==> src/rtl/pipe_ctrl_pkg.sv <==
// -----------------------------------------------------------------------------
// pipe_ctrl_pkg
// Shared types and constants for the pipeline hazard controller.
//   ctrl_state_e : controller state (RUN / DRAIN / GRANT)
//   pipe_ctl_t   : bundle of pipeline-register enables
//   REG_W_DEF    : default register-index width
//   DRAIN_MAX    : largest legal DRAIN_CYCLES value
//   DRAIN_CNT_W  : width of the drain down-counter (holds 0..DRAIN_MAX-1)
// -----------------------------------------------------------------------------
package pipe_ctrl_pkg;

    typedef enum logic [1:0] {
        RUN   = 2'd0,
        DRAIN = 2'd1,
        GRANT = 2'd2
    } ctrl_state_e;

    typedef struct packed {
        logic pc_we;
        logic ifid_en;
        logic ifid_flush;
        logic idex_en;
    } pipe_ctl_t;

    localparam int REG_W_DEF   = 5;
    localparam int DRAIN_MAX   = 15;
    localparam int DRAIN_CNT_W = 4;

    // Enable patterns shared by several states.
    localparam pipe_ctl_t CTL_NORMAL = '{pc_we: 1'b1, ifid_en: 1'b1, ifid_flush: 1'b0, idex_en: 1'b1};
    localparam pipe_ctl_t CTL_STALL  = '{pc_we: 1'b0, ifid_en: 1'b0, ifid_flush: 1'b0, idex_en: 1'b0};
    localparam pipe_ctl_t CTL_RESET  = '{pc_we: 1'b0, ifid_en: 1'b0, ifid_flush: 1'b1, idex_en: 1'b0};

    // Taken-branch pattern while running: fetch the target, squash the
    // wrong-path instruction in IF/ID and bubble ID/EX.
    function automatic pipe_ctl_t branch_ctl(input logic keep_fetch_en);
        pipe_ctl_t c;
        c.pc_we      = 1'b1;
        c.ifid_en    = keep_fetch_en;
        c.ifid_flush = 1'b1;
        c.idex_en    = 1'b0;
        return c;
    endfunction

endpackage

==> src/rtl/pipe_hazard_ctrl_load_use_detect.sv <==
// -----------------------------------------------------------------------------
// load_use_detect
// Combinational load-use hazard compare between the instruction in ID and a
// load in EX. Kept standalone so the forwarding unit can reuse it.
// Ports:
//   rs1, rs2   : source register indices of the ID instruction
//   uses_rs2   : ID instruction actually reads rs2
//   rd         : destination register of the EX instruction
//   mem_read   : EX instruction is a load
//   load_use   : 1 when ID must wait one cycle for the load data
// -----------------------------------------------------------------------------
module load_use_detect
    import pipe_ctrl_pkg::*;
#(
    parameter int REG_W = REG_W_DEF
) (
    input  logic [REG_W-1:0] rs1,
    input  logic [REG_W-1:0] rs2,
    input  logic             uses_rs2,
    input  logic [REG_W-1:0] rd,
    input  logic             mem_read,
    output logic             load_use
);

    logic rs1_hit;
    logic rs2_hit;

    // Register 0 is hard-wired zero, so a load targeting it never creates a
    // dependency.
    assign rs1_hit  = (rd == rs1);
    assign rs2_hit  = uses_rs2 & (rd == rs2);
    assign load_use = mem_read & (rd != '0) & (rs1_hit | rs2_hit);

endmodule

==> src/rtl/pipe_hazard_ctrl.sv <==
// -----------------------------------------------------------------------------
// pipe_hazard_ctrl
// Drives the IF/ID and ID/EX pipeline-register enables and the PC write
// enable. Handles load-use stalls, taken-branch flushes and DMA bus hand-off
// (drain the pipeline, grant, resume).
//
// Ports:
//   clk, rst_n        : clock (rising edge), async active-low reset
//   id_rs1, id_rs2    : source registers of the ID instruction
//   id_uses_rs2       : ID instruction reads rs2
//   ex_rd             : destination register of the EX instruction
//   ex_mem_read       : EX instruction is a load
//   ex_branch_taken   : branch resolved taken in EX this cycle
//   dma_req           : DMA bus request (level)
//   dma_ack           : bus granted to DMA (registered)
//   pc_we             : PC load enable
//   ifid_en           : IF/ID load enable (0 = hold)
//   ifid_flush        : IF/ID synchronous clear
//   idex_en           : ID/EX enable (0 = bubble)
//   stall_cnt         : cycles with pc_we=0 (HAZ_PERF_CNT_EN only)
//   flush_cnt         : cycles with ifid_flush=1 (HAZ_PERF_CNT_EN only)
//
// Optional build macro: HAZ_PERF_CNT_EN adds the saturating performance
// counters stall_cnt / flush_cnt.
// -----------------------------------------------------------------------------
module pipe_hazard_ctrl
    import pipe_ctrl_pkg::*;
#(
    parameter int REG_W        = REG_W_DEF,
    parameter int DRAIN_CYCLES = 3,
    parameter int CNT_W        = 32
) (
    input  logic             clk,
    input  logic             rst_n,
    input  logic [REG_W-1:0] id_rs1,
    input  logic [REG_W-1:0] id_rs2,
    input  logic             id_uses_rs2,
    input  logic [REG_W-1:0] ex_rd,
    input  logic             ex_mem_read,
    input  logic             ex_branch_taken,
    input  logic             dma_req,
    output logic             dma_ack,
    output logic             pc_we,
    output logic             ifid_en,
    output logic             ifid_flush,
    output logic             idex_en
`ifdef HAZ_PERF_CNT_EN
    ,
    output logic [CNT_W-1:0] stall_cnt,
    output logic [CNT_W-1:0] flush_cnt
`endif
);

    if (DRAIN_CYCLES < 1 || DRAIN_CYCLES > DRAIN_MAX || CNT_W < 1) begin : g_param_err
        $error("pipe_hazard_ctrl: DRAIN_CYCLES must be 1..15 and CNT_W >= 1");
    end

    // The counter is loaded with DRAIN_CYCLES-1 on the edge that enters DRAIN
    // and grants on the edge where it is already 0, so DRAIN lasts exactly
    // DRAIN_CYCLES cycles.
    localparam logic [DRAIN_CNT_W-1:0] DRAIN_INIT = DRAIN_CNT_W'(DRAIN_CYCLES - 1);

    ctrl_state_e             state;
    logic [DRAIN_CNT_W-1:0]  drain_cnt;
    logic                    load_use;
    pipe_ctl_t               ctl;

    load_use_detect #(
        .REG_W (REG_W)
    ) u_load_use_detect (
        .rs1      (id_rs1),
        .rs2      (id_rs2),
        .uses_rs2 (id_uses_rs2),
        .rd       (ex_rd),
        .mem_read (ex_mem_read),
        .load_use (load_use)
    );

    // Enables are combinational from state and inputs. Reset overrides
    // everything so the pipeline registers are held and IF/ID is cleared.
    always_comb begin
        ctl = CTL_NORMAL;
        unique case (state)
            RUN: begin
                // A taken branch squashes the younger instruction, so any
                // load-use hazard against it is moot.
                if (ex_branch_taken) begin
                    ctl = branch_ctl(1'b1);
                end else if (load_use) begin
                    ctl = CTL_STALL;
                end else begin
                    ctl = CTL_NORMAL;
                end
            end
            DRAIN: begin
                ctl = CTL_STALL;
                // A branch still in flight must redirect fetch even while
                // draining; the held IF/ID instruction is wrong-path then.
                if (ex_branch_taken) begin
                    ctl.pc_we      = 1'b1;
                    ctl.ifid_flush = 1'b1;
                end
            end
            GRANT: begin
                ctl = CTL_STALL;
            end
            default: begin
                ctl = CTL_STALL;
            end
        endcase
        if (!rst_n) begin
            ctl = CTL_RESET;
        end
    end

    assign pc_we      = ctl.pc_we;
    assign ifid_en    = ctl.ifid_en;
    assign ifid_flush = ctl.ifid_flush;
    assign idex_en    = ctl.idex_en;

    // DMA hand-off FSM. dma_ack is set and cleared on the same edges as the
    // GRANT entry/exit so it is a clean registered output.
    always_ff @(posedge clk or negedge rst_n) begin
        if (!rst_n) begin
            state     <= RUN;
            drain_cnt <= '0;
            dma_ack   <= 1'b0;
        end else begin
            unique case (state)
                RUN: begin
                    // A taken branch defers the request by one cycle.
                    if (!ex_branch_taken && dma_req) begin
                        state     <= DRAIN;
                        drain_cnt <= DRAIN_INIT;
                    end
                end
                DRAIN: begin
                    if (!dma_req) begin
                        state     <= RUN;
                        drain_cnt <= '0;
                    end else if (drain_cnt == '0) begin
                        state   <= GRANT;
                        dma_ack <= 1'b1;
                    end else begin
                        drain_cnt <= drain_cnt - 1'b1;
                    end
                end
                GRANT: begin
                    if (!dma_req) begin
                        state   <= RUN;
                        dma_ack <= 1'b0;
                    end
                end
                default: begin
                    state     <= RUN;
                    drain_cnt <= '0;
                    dma_ack   <= 1'b0;
                end
            endcase
        end
    end

`ifdef HAZ_PERF_CNT_EN
    function automatic logic [CNT_W-1:0] sat_inc(input logic [CNT_W-1:0] v);
        return (&v) ? v : v + 1'b1;
    endfunction

    always_ff @(posedge clk or negedge rst_n) begin
        if (!rst_n) begin
            stall_cnt <= '0;
            flush_cnt <= '0;
        end else begin
            if (!ctl.pc_we) begin
                stall_cnt <= sat_inc(stall_cnt);
            end
            if (ctl.ifid_flush) begin
                flush_cnt <= sat_inc(flush_cnt);
            end
        end
    end
`endif

endmodule
==> config.mk <==
export PLATFORM = sky130hd
export DESIGN_NAME = pipe_hazard_ctrl
export DESIGN_NICKNAME = d
export VERILOG_FILES = /design/src/rtl/pipe_ctrl_pkg.sv /design/src/rtl/pipe_hazard_ctrl_load_use_detect.sv /design/src/rtl/pipe_hazard_ctrl.sv
export SDC_FILE = /design/constraint.sdc
export NUM_CORES = 1
export LEC_CHECK = 0
export ABC_CLOCK_PERIOD_IN_PS = 1600
export CAP_MARGIN = 40
export CORE_UTILIZATION = 40
export CTS_CLUSTER_SIZE = 28
export DETAILED_ROUTE_END_ITERATION = 16
export PLACE_DENSITY = 0.78
export SLEW_MARGIN = 10
export SYNTH_ARGS = -nofsm -noshare
export SYNTH_HDL_FRONTEND = slang
export SYNTH_SLANG_ARGS = --single-unit
==> constraint.sdc <==
create_clock -name clk -period 1.6 [get_ports clk]
set_input_delay 0.16 -clock clk [delete_from_list [all_inputs] [get_ports clk]]
set_output_delay 0.16 -clock clk [all_outputs]
set_load 0.005 [all_outputs]
==> flow_summary.yaml <==
# yosys + openroad results
cts:
  cts_hold_buf: 0
  htree_num_levels: 1
  cts_buffer_depth: 2
  clkSlewWorstSetupHoldPaths_ps: 50
  cts_resized: 37
  cts_setup_buffers: 1
  clock-sinks: 7
  numCtsBuffers: 3
  cts_root_buf: "clkbuf_4"
  cts_tree: "done"
  insertion_delay_ps: 260
final_layout:
  final_layout_size_suffix_gt1_share_pct: 25.7
  combGateArea_um2: 399
  mostFrequentLayoutCells: "xnor2_1, buf_4, clkdlybuf4s50_1, dlygate4sd2_1, dfrtp_1"
  largest_cell_class: "multi-input combinational cells"
  nets: 129
  seq_cells: 7
  n_antenna_cell: 0
  sh_seq_area_pct: 18.8
  fin_util_pct: 70.8
  comb-cell-share_pct: 42.8
  nClkBuffers: 4
  num-nonclk-inverters: 4
  comb_cells: 54
  buf_share_pct: 32.0
  final-seq-area_um2: 175
  instances_no_fill: 120
  clock_area_share_pct: 2.82
  syn_to_final_growth_pct: 62.9
  fin_area_um2: 933
  buffers: 36
critical_path:
  r2r_start: "drain_cnt[1]"
  r2r-end: "drain_cnt[3]"
  reg2reg_slack_ps: 200
  worst_path_max_delay_cell: "or4_4"
  start_kind: "input port"
  cp.depth: 6
  cp-end-kind: "primary output"
  crit_end: "pc_we"
  cp-startpoint: "ex_rd[1]"
  cp_max_fo: 2
  path_buffers: 2
  arrival_ps: 1430
  cpLargestDelayFamily: "simple AND/OR/NAND/NOR gates"
  cp.required_ps: 1440
  path_class: "in -> out"
  path_cells: "buf_6 -> or4_4 -> o21a_1 -> and2_4 -> a211oi_2 -> buf_2"
  reg2regPathDepth: 7
  slowest_delay_ps: 510
route:
  vias: 612
  routed_wl_mm: 1.55
  drc: 0
  dr.first_iter.drc_count: 8
  detail-route-antenna-nets: 0
  vias_per_cell: 5.10
  first_pass_iters: 4
  wl_per_cell_um: 12.9
run_status:
  outcome: "completed"
yosys:
  flop_cell: "dfrtp_1"
  yosysWarnings: 0
  synth_area_um2: 573
  synth.most_common_cell: "xnor2_1"
  top_cells_by_area: "dfrtp_1, xnor2_1, o22ai_1, ha_1, nand2_1"
  ys_area_um2: 573
  synth.top_cell.area_share_pct: 30.6
  syn_nets: 89
  largest_area_cell: "dfrtp_1"
  synthTopCellsByCount: "xnor2_1, dfrtp_1, nand2_1"
  synth_cell_types: 28
  synthCells: 66
  edf_count: 0
  ys.flops: 7
  yosysSeqAreaShare_pct: 30.6
  synthArstFlopShare_pct: 100
  avgSynthCellArea_um2: 8.68
  ys_cells: 66
global_routing:
  grt_pass1_vias: 594
  grt_max_degree: 12
  grt_pass1_wl_mm: 2.40
  grt_usage_pct: 23.9
  antenna_found_initial: 0
  grt-ovfl-total: 0
timing:
  fin_crit_ps: 1590
  max_slew.worst_pin.slew_ps: 247
  setup_slack_ps: 5.12
  post-route-period-util_pct: 99.7
  slew_violations: 0
  hold_viol_final: 0
  fmax_mhz: 627
  fin_setup_tns_ps: 0
  holdWs_ps: 243
  finalClockSkew_ps: 2.83
  rsz0062_at_grt: "yes"
  setup-violations-final: 0
  slew_headroom_pct: 83.5
power_and_ir_drop:
  leakagePower_uw: 0.000404
  comb_power_share_pct: 56.0
  p_sw_uw: 405
  powerComb_uw: 597
  swShare_pct: 38.0
  clock_net_power_uw: 163
  power_uw: 1070
  p_clk_share_pct: 15.3
  power.density_nw_per_um2: 1140
  cellInternalPower_uw: 660
  ir_drop_mv: 0.769
  power.group.top: "combinational cells"
  power_sequential_uw: 305
  pwr-share-seq_pct: 28.6
job:
  maxCapViolCount: 0
  warning_count: 29
floorplanning:
  fp_util_pct: 43.5
  chipArea_um2: 1590
  io_pins: 26
  core_um2: 1320
placement:
  place_inst: 115
  placed_area_um2: 913
  gp_congestion: 0.729
  pre_cts_slack_ps: -787
  dp_hpwl_mm: 1.27
min_path:
  hold_path.class: "in -> async"
-- layer usage --
metal  GRT usage [%]  part of all wire [%]  vias up
li1                -                     -      314
met1            20.5                    38      273
met2            50.0                    52       23
met3            5.11                   8.1        2
met4            10.3                   1.9        0
met5               0                     0        -
-- kinds of logic after synthesis --
kind of cell               Yosys count  share of synthesized area [%]
AOI/OAI and AO/OA                   15                           18.1
xor gates and xnor gates            11                           16.8
adders and majority gates            2                           4.37
buffers and inverters                5                           3.27
DFF                                  7                           30.6
muxes                                1                           1.75
and+or+nand+nor                     25                           25.1
-- flip-flops by register name, summed over array words and instances, names as in the netlist --
signal,flops
state,2
drain_cnt,4
dma_ack,1
==> images/sizes.png <==
Drawn at 12 px/um.
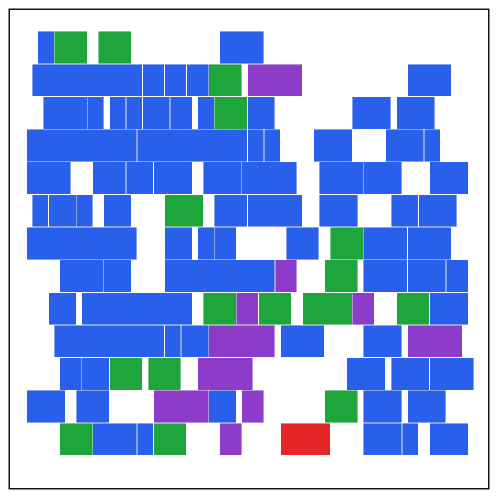
legend:
  blue:
    size: _0 and _1 cells
    cells: 78
  purple:
    size: _2 cells
    cells: 10
  red:
    size: _6 and larger
    cells: 1
  green:
    size: _3 and _4 cells
    cells: 16

==> images/wires.png <==
Drawn at 12 px/um. Two of the layers only.
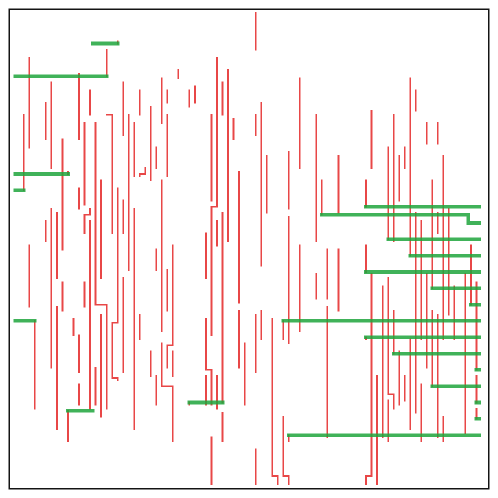
legend:
  red:
    layer: metal 2
    wire_length: 805 um
  green:
    layer: metal 3
    wire_length: 125 um

==> images/io_fan.png <==
Drawn at 6 px/um.
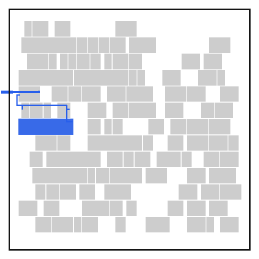
legend:
  blue:
    port: `dma_ack`
    bits: 1
    direction: output
    end_cells: 1
    buffers: 1
    wire: 19.8 um

==> images/io_placement.png <==
Drawn at 12 px/um. Pins as bars across the die edge, other pins in grey.
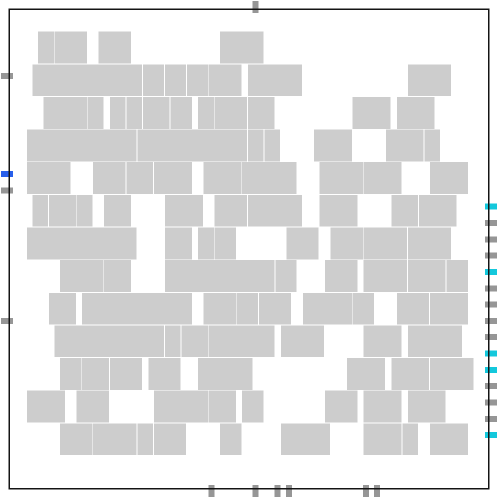
legend:
  cyan:
    port: `ex_rd`
    pins: 5
    direction: input
    edge: right
  blue:
    port: `dma_ack`
    pins: 1
    direction: output
    edge: left
Die Width: 39.9 um
I/O Buffers: 25
Die Height: 39.9 um

==> images/placement.png <==
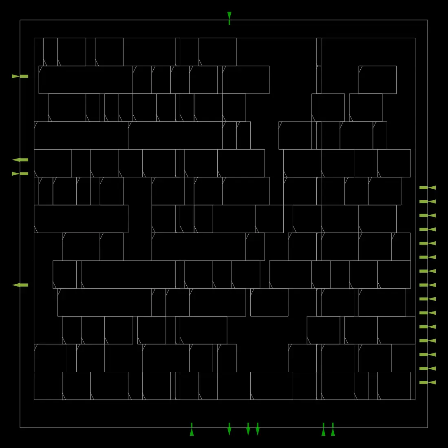
Row Count: 13
Layout fillers: 105
Tapcells: 15

Power is estimated from default activity; no workload was simulated.
